$ cat src/rtl/rom_rr_arbiter_pkg.sv
// ----------------------------------------------------------------------------
// rom_arb_pkg
// Shared types and constants for the waveform-ROM arbiter
// (rom_rr_arbiter, rr_pick_4).
//   N_REQ        number of requesters (channels a..d)
//   ROM_LATENCY  ROM read latency in cycles (registered output)
//   REQ_ID_W     width of a requester index
//   req_id_t     requester index type
//   gnt_state_e  grant-stage slot state
//   onehot()     requester index -> one-hot requester mask
// ----------------------------------------------------------------------------
package rom_arb_pkg;

    localparam int N_REQ       = 4;
    localparam int ROM_LATENCY = 1;
    localparam int REQ_ID_W    = 2;

    typedef logic [REQ_ID_W-1:0] req_id_t;

    typedef enum logic {
        GNT_IDLE,
        GNT_ISSUE
    } gnt_state_e;

    function automatic logic [N_REQ-1:0] onehot(input req_id_t id);
        logic [N_REQ-1:0] v;
        v     = '0;
        v[id] = 1'b1;
        return v;
    endfunction

endpackage

$ cat src/rtl/rom_rr_arbiter_rr_pick_4.sv
// ----------------------------------------------------------------------------
// rr_pick_4
// Combinational rotate-priority encoder. Searches the eligible mask starting
// at index ptr and wrapping modulo N_REQ; returns the first set index.
// Ports:
//   elig   in  N_REQ  eligible requester mask
//   ptr    in  2      index with highest priority
//   found  out 1      at least one requester eligible
//   id     out 2      selected requester (ptr when nothing is eligible)
// ----------------------------------------------------------------------------
module rr_pick_4
    import rom_arb_pkg::*;
(
    input  logic [N_REQ-1:0] elig,
    input  req_id_t          ptr,
    output logic             found,
    output req_id_t          id
);

    req_id_t cand;

    always_comb begin
        found = 1'b0;
        id    = ptr;
        cand  = ptr;
        for (int unsigned i = 0; i < N_REQ; i++) begin
            // 2-bit addition wraps naturally modulo 4
            cand = ptr + req_id_t'(i);
            if (!found && elig[cand]) begin
                found = 1'b1;
                id    = cand;
            end
        end
    end

endmodule

$ cat src/rtl/rom_rr_arbiter.sv
// ----------------------------------------------------------------------------
// rom_rr_arbiter
// Shares one registered single-port waveform ROM among 4 sigma-delta channel
// sequencers. Round-robin arbitration drives the ROM enable/address; the
// requester index of each issued read travels down a small pipeline so the
// returned word is tagged with a one-hot valid for the issuing requester.
//
// Timing: request sampled at edge E0 -> o_gnt/o_rom_en/o_rom_addr after E0
// -> ROM registers data at E1 -> o_valid/o_data registered at E2.
// A requester granted in the current cycle is masked for one edge, so a held
// request gets at most one grant every 2 cycles.
//
// Build option:
//   ROM_ARB_FIXED_PRIO_EN  fixed priority 0 > 1 > 2 > 3 (no rotating pointer)
//
// Ports:
//   i_clk       in  1               system clock
//   i_rst       in  1               synchronous active-high reset
//   i_en        in  1               arbiter enable; low blocks new grants
//   i_req       in  4               level request per requester
//   i_addr      in  4*ADDR_WIDTH    packed addresses, requester k at
//                                   [k*ADDR_WIDTH +: ADDR_WIDTH]
//   o_gnt       out 4               one-hot grant pulse
//   o_rom_en    out 1               ROM read enable
//   o_rom_addr  out ADDR_WIDTH      ROM address (held when idle)
//   i_rom_data  in  DATA_WIDTH      ROM data, valid the cycle after o_rom_en
//   o_valid     out 4               one-hot data-valid pulse
//   o_data      out DATA_WIDTH      returned word (held when o_valid=0)
// ----------------------------------------------------------------------------
module rom_rr_arbiter
    import rom_arb_pkg::*;
#(
    parameter int ADDR_WIDTH = 9,
    parameter int DATA_WIDTH = 8
) (
    input  logic                        i_clk,
    input  logic                        i_rst,
    input  logic                        i_en,
    input  logic [N_REQ-1:0]            i_req,
    input  logic [N_REQ*ADDR_WIDTH-1:0] i_addr,
    output logic [N_REQ-1:0]            o_gnt,
    output logic                        o_rom_en,
    output logic [ADDR_WIDTH-1:0]       o_rom_addr,
    input  logic [DATA_WIDTH-1:0]       i_rom_data,
    output logic [N_REQ-1:0]            o_valid,
    output logic [DATA_WIDTH-1:0]       o_data
);

    localparam int LAST = ROM_LATENCY - 1;

    logic [ADDR_WIDTH-1:0] addr_arr [N_REQ];
    logic [N_REQ-1:0]      elig;
    logic                  pick_found;
    req_id_t               pick_id;
    logic                  grant_go;

    gnt_state_e            gnt_state;
    gnt_state_e            gnt_state_d;
    req_id_t               slot0_id;
    logic [N_REQ-1:0]      gnt_d;
    logic [ADDR_WIDTH-1:0] addr_d;

    // Return stage: one requester ID + valid per ROM latency cycle
    logic                  ret_vld [ROM_LATENCY];
    req_id_t               ret_id  [ROM_LATENCY];

    always_comb begin
        for (int unsigned k = 0; k < N_REQ; k++) begin
            addr_arr[k] = i_addr[k*ADDR_WIDTH +: ADDR_WIDTH];
        end
    end

    // A requester holding a grant right now is not eligible this edge
    assign elig = i_req & ~o_gnt;

`ifdef ROM_ARB_FIXED_PRIO_EN
    rr_pick_4 u_pick (
        .elig  (elig),
        .ptr   ('0),
        .found (pick_found),
        .id    (pick_id)
    );
`else
    req_id_t ptr;
    req_id_t ptr_d;

    rr_pick_4 u_pick (
        .elig  (elig),
        .ptr   (ptr),
        .found (pick_found),
        .id    (pick_id)
    );

    always_comb begin
        ptr_d = ptr;
        if (grant_go) begin
            ptr_d = pick_id + req_id_t'(1);
        end
    end

    always_ff @(posedge i_clk) begin
        if (i_rst) begin
            ptr <= '0;
        end else begin
            ptr <= ptr_d;
        end
    end
`endif

    assign grant_go = i_en && pick_found;

    // Grant stage: next-state and next-output logic
    always_comb begin
        gnt_state_d = GNT_IDLE;
        gnt_d       = '0;
        addr_d      = o_rom_addr;
        if (grant_go) begin
            gnt_state_d = GNT_ISSUE;
            gnt_d       = onehot(pick_id);
            addr_d      = addr_arr[pick_id];
        end
    end

    always_ff @(posedge i_clk) begin
        if (i_rst) begin
            gnt_state <= GNT_IDLE;
        end else begin
            gnt_state <= gnt_state_d;
        end
    end

    assign o_rom_en = (gnt_state == GNT_ISSUE);

    always_ff @(posedge i_clk) begin
        if (i_rst) begin
            o_gnt      <= '0;
            o_rom_addr <= '0;
            slot0_id   <= '0;
            o_valid    <= '0;
            o_data     <= '0;
            for (int unsigned i = 0; i < ROM_LATENCY; i++) begin
                ret_vld[i] <= 1'b0;
                ret_id[i]  <= '0;
            end
        end else begin
            o_gnt      <= gnt_d;
            o_rom_addr <= addr_d;
            if (grant_go) begin
                slot0_id <= pick_id;
            end

            ret_vld[0] <= (gnt_state == GNT_ISSUE);
            ret_id[0]  <= slot0_id;
            for (int unsigned i = 1; i < ROM_LATENCY; i++) begin
                ret_vld[i] <= ret_vld[i-1];
                ret_id[i]  <= ret_id[i-1];
            end

            if (ret_vld[LAST]) begin
                o_valid <= onehot(ret_id[LAST]);
                o_data  <= i_rom_data;
            end else begin
                o_valid <= '0;
            end
        end
    end

endmodule

$ cat config.mk
export PLATFORM = sky130hd
export DESIGN_NAME = rom_rr_arbiter
export DESIGN_NICKNAME = d
export VERILOG_FILES = /design/src/rtl/rom_rr_arbiter_pkg.sv /design/src/rtl/rom_rr_arbiter_rr_pick_4.sv /design/src/rtl/rom_rr_arbiter.sv
export SDC_FILE = /design/constraint.sdc
export NUM_CORES = 1
export LEC_CHECK = 0
export CAP_MARGIN = 20
export CORE_MARGIN = 2
export CORE_UTILIZATION = 43
export DETAILED_ROUTE_END_ITERATION = 8
export HOLD_SLACK_MARGIN = 0.1
export PLACE_DENSITY = 0.85
export SLEW_MARGIN = 40
export SYNTH_ARGS = -nofsm -noshare
export SYNTH_HDL_FRONTEND = slang
export SYNTH_SLANG_ARGS = --single-unit
$ cat constraint.sdc
create_clock -name i_clk -period 4.3 [get_ports i_clk]
set_clock_uncertainty 0.2 [all_clocks]
set_input_delay 0.43 -clock i_clk [delete_from_list [all_inputs] [get_ports i_clk]]
set_output_delay 0.43 -clock i_clk [all_outputs]
set_load 0.03 [all_outputs]
==> PnR_summary.wiki <==
== Run summary ==
{| class="wikitable"
! Metric !! Value
|-
| Result of the run || finished clean
|-
| Internal power || 0.6045 mW
|-
| Most common library cell in the layout ignoring fill and taps || sky130_fd_sc_hd__clkdlybuf4s50_1
|-
| Dominant class by area || combinational gates
|-
| Most used standard cell by instance count after synthesis || sky130_fd_sc_hd__dfxtp_1
|-
| Cells in synth_stat.txt || 144
|-
| TritonCTS clock tree || built
|-
| Path category of the worst min-delay check || register to register
|-
| Crit end category || register
|-
| Summed negative setup slack over all endpoints || 0 ns
|-
| Clock edge transition at the registers on the reported setup and hold paths || 0.10 ns
|-
| Crit path buffers/inverters || 2
|-
| Fraction of final layout cells with drive strength greater than 1 || 11.71%
|-
| Layout filler cell count || 248
|-
| Power of the sequential group || 0.350 mW
|-
| Final weighted congestion in routability-driven placement || 0.8232
|-
| Compound Share, Synth || 15.65%
|-
| Cells along the critical path || clkdlybuf4s50_1 > nor2b_4 > o221ai_1 > a21oi_2 > buf_4 > mux2i_1 > o221ai_2
|-
| Flops after synth || 33
|-
| Diodes inserted || 0
|-
| Number of distinct library cells after synthesis || 33
|-
| Startpoint type of the worst setup path || input pin
|-
| Overall die height || 63.90 um
|-
| Xor+xnor area frac || 0%
|-
| Yosys stat area || 1543 um^2
|-
| Register bank with the most flops || o_rom_addr
|-
| Sink of the worst hold path || slot0_id[1]$_SDFFE_PP0P_
|-
| Reg2Reg Capture Point || o_rom_addr[8]$_SDFFE_PP0P_
|-
| Via density per instance || 5.138
|-
| Relative slew slack || 49.45%
|-
| Total power draw || 0.8593 mW
|-
| Smallest hold slack || 0.2573 ns
|-
| Share of cell area taken by multi-input logic gates || 34.32%
|-
| Number of gates resized after cts || 0
|-
| Post-Layout Cell Count || 268
|-
| All-layer global routing usage || 19.21%
|-
| IO Port Bufs || 76
|-
| Placement Rows || 21
|-
| Core area || 3390 um^2
|-
| Die Area || 4083 um^2
|-
| Worst setup path start || i_req[3]
|-
| Tool Warnings || 29
|-
| Number of cells produced by synthesis || 144
|-
| R2r startpoint || o_gnt[0]$_SDFF_PP0_
|-
| Number of logic gates || 101
|-
| Power per cell area || 356.6 nW/um^2
|-
| Fraction of registers with async set or reset after synthesis || 0%
|-
| Hold Path Origin || slot0_id[1]$_SDFFE_PP0P_
|-
| Dominant register cell in the synthesized netlist || sky130_fd_sc_hd__dfxtp_1
|-
| Routed met1 length || 1.596 mm
|-
| Worst reg2reg path depth || 6
|-
| Routed WL || 3.795 mm
|-
| Remaining number of nets flagged by the antenna check after routing || 0
|-
| Post-layout period usage of the worst path || 59.06%
|-
| Fraction of the mapped netlist area in adder cells || 3.244%
|-
| Post-synth design cell area || 1543 um^2
|-
| Clk cell area share || 3.531%
|-
| Data required time of the critical path || 4.29 ns
|-
| Syn nets || 199
|-
| Final period demand of the worst path || 2.540 ns
|-
| Largest logic family || simple AND/OR/NAND/NOR gates
|-
| Clock Tree Buf Depth || 2
|-
| Switching Fraction || 29.65%
|-
| Via total after detailed routing || 1377
|-
| Switching power total || 0.2548 mW
|-
| Routed wirelength normalized by instance count || 14.16 um
|-
| Max-slew violation total from the final report || 0
|-
| Pre-CTS setup slack || 1.430 ns
|-
| Sequential cell area share || 27.41%
|-
| Max frequency || 0.3938 GHz
|-
| Post-cts hold-fix buffer tally || 0
|-
| Global Route met2 Usage || 33.98%
|-
| Area grow syn2layout || 56.20%
|-
| Critical path peak fanout || 14
|-
| Flip-flops with a built-in enable || 0
|-
| Synth Seq Share || 42.82%
|-
| Yosys warning count || 0
|-
| Startpoint-to-endpoint class of the critical path || input pin to register
|-
| Placed instance area || 2325 um^2
|-
| DR WL met3 || 172 um
|-
| Top flop regs || o_rom_addr (9), o_data (8)
|-
| Grt ovf || 0
|-
| Data-path buffer share of cell area in the final layout || 31.88%
|-
| Sequential cell area || 660.6 um^2
|-
| Logic depth of the worst setup path including buffers || 7
|-
| Top sig layer || met4
|-
| Cell types occupying the most area after synthesis || sky130_fd_sc_hd__dfxtp_1 43%, sky130_fd_sc_hd__mux2i_1 17%, sky130_fd_sc_hd__o221ai_2 8.8%
|-
| Residual DRC count || 0
|-
| Met2 layer wire length in the routed design || 1.973 mm
|-
| Global-route wire length before repair || 6.016 mm
|-
| Drt first-iter violations || 58
|-
| Final count of negative-setup-slack endpoints || 0
|-
| Post-synthesis cell type with the largest combined area || sky130_fd_sc_hd__dfxtp_1
|-
| Starting density of the core || 45.51%
|-
| Post-Route Utilization || 71.10%
|-
| Total combinational power || 0.270 mW
|-
| Crit path max-delay family || buffers and inverters
|-
| Tap Count || 46
|-
| Met3 track demand over resource in global routing || 3.345%
|-
| Worst Setup Slack, final || 1.760 ns
|-
| Number of top-level design ports || 77
|-
| Placed cell count || 260
|-
| Routing layer with the top usage in global route || met2
|-
| Layout Cell Area excl Fill || 2410 um^2
|-
| Share of total power in the clock network || 27.8%
|-
| Number of antenna violations at the first check in global routing || 0
|-
| Width of the chip || 63.90 um
|-
| Count of buffers added by post-CTS timing repair for setup || 0
|-
| Setup repair after global routing missed its margin || false
|-
| Number of flip-flops under the largest register name || 9
|-
| Slowest cell on crit path || sky130_fd_sc_hd__a21oi_2
|-
| Delay of the slowest cell on the worst path || 0.48 ns
|-
| Top power consumer group || sequential cells
|-
| Maximum number of pins on one net before global-route repair || 23
|-
| Combinational group share of total power || 31.4%
|-
| Buffers, non-clock || 77
|-
| Data arrival, critical path || 2.53 ns
|-
| MUX area fraction || 16.87%
|-
| # nets final || 276
|-
| Total CTS buffers || 5
|-
| AND/OR/NAND/NOR Cells, Area Fraction || 17.84%
|-
| Root cell of the clock tree || sky130_fd_sc_hd__clkbuf_4
|-
| Maximum Capacitance Violations || 0
|-
| Commonest non-fill, non-tap cells in the layout || 76 x sky130_fd_sc_hd__clkdlybuf4s50_1, 33 x sky130_fd_sc_hd__dfxtp_1, 26 x sky130_fd_sc_hd__mux2i_1
|-
| Worst hold stages || 2
|-
| Inverters excl. clock || 3
|-
| Global routing met1 resource utilization || 22.64%
|-
| H-tree levels || 2
|-
| End point of the critical path || o_rom_addr[8]$_SDFFE_PP0P_
|-
| Setup slack, reg-to-reg || 1.92 ns
|-
| Post-synthesis area per instance || 10.71 um^2
|-
| Top cell type's share of synthesized area || 42.82%
|-
| Portion of total power attributed to sequential cells || 40.8%
|-
| Final Hold Viols || 0
|-
| Final HPWL from detailed placement || 3.002 mm
|-
| Comb gate area || 827.0 um^2
|}
clock_nets.png
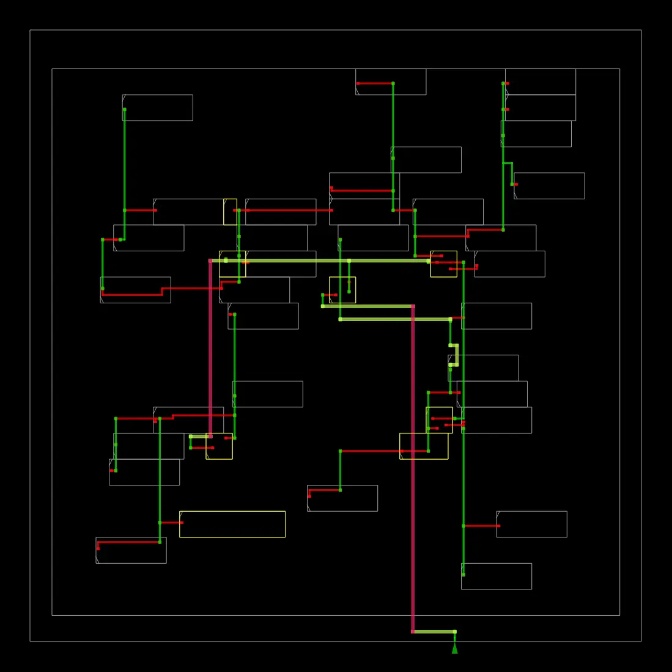
Seq Cell Count: 33
clock net sink count: 33
Clk power: 0.239 mW
clock insertion delay at the later pin of the skew report: 0.33 ns
tally of clock buffers in the finished layout: 7

port_trees.png
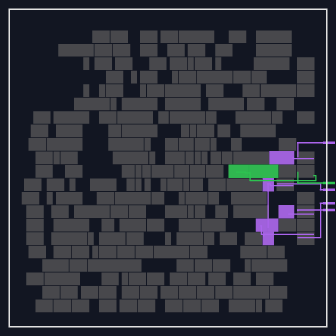
Key: purple = i_req [bits 4, direction input, end cells 6, wire 73.3 um]; green = i_en [bits 1, direction input, end cells 2, wire 27.0 um]

Power figures rest on the tool's default switching activity, not on a simulated workload.
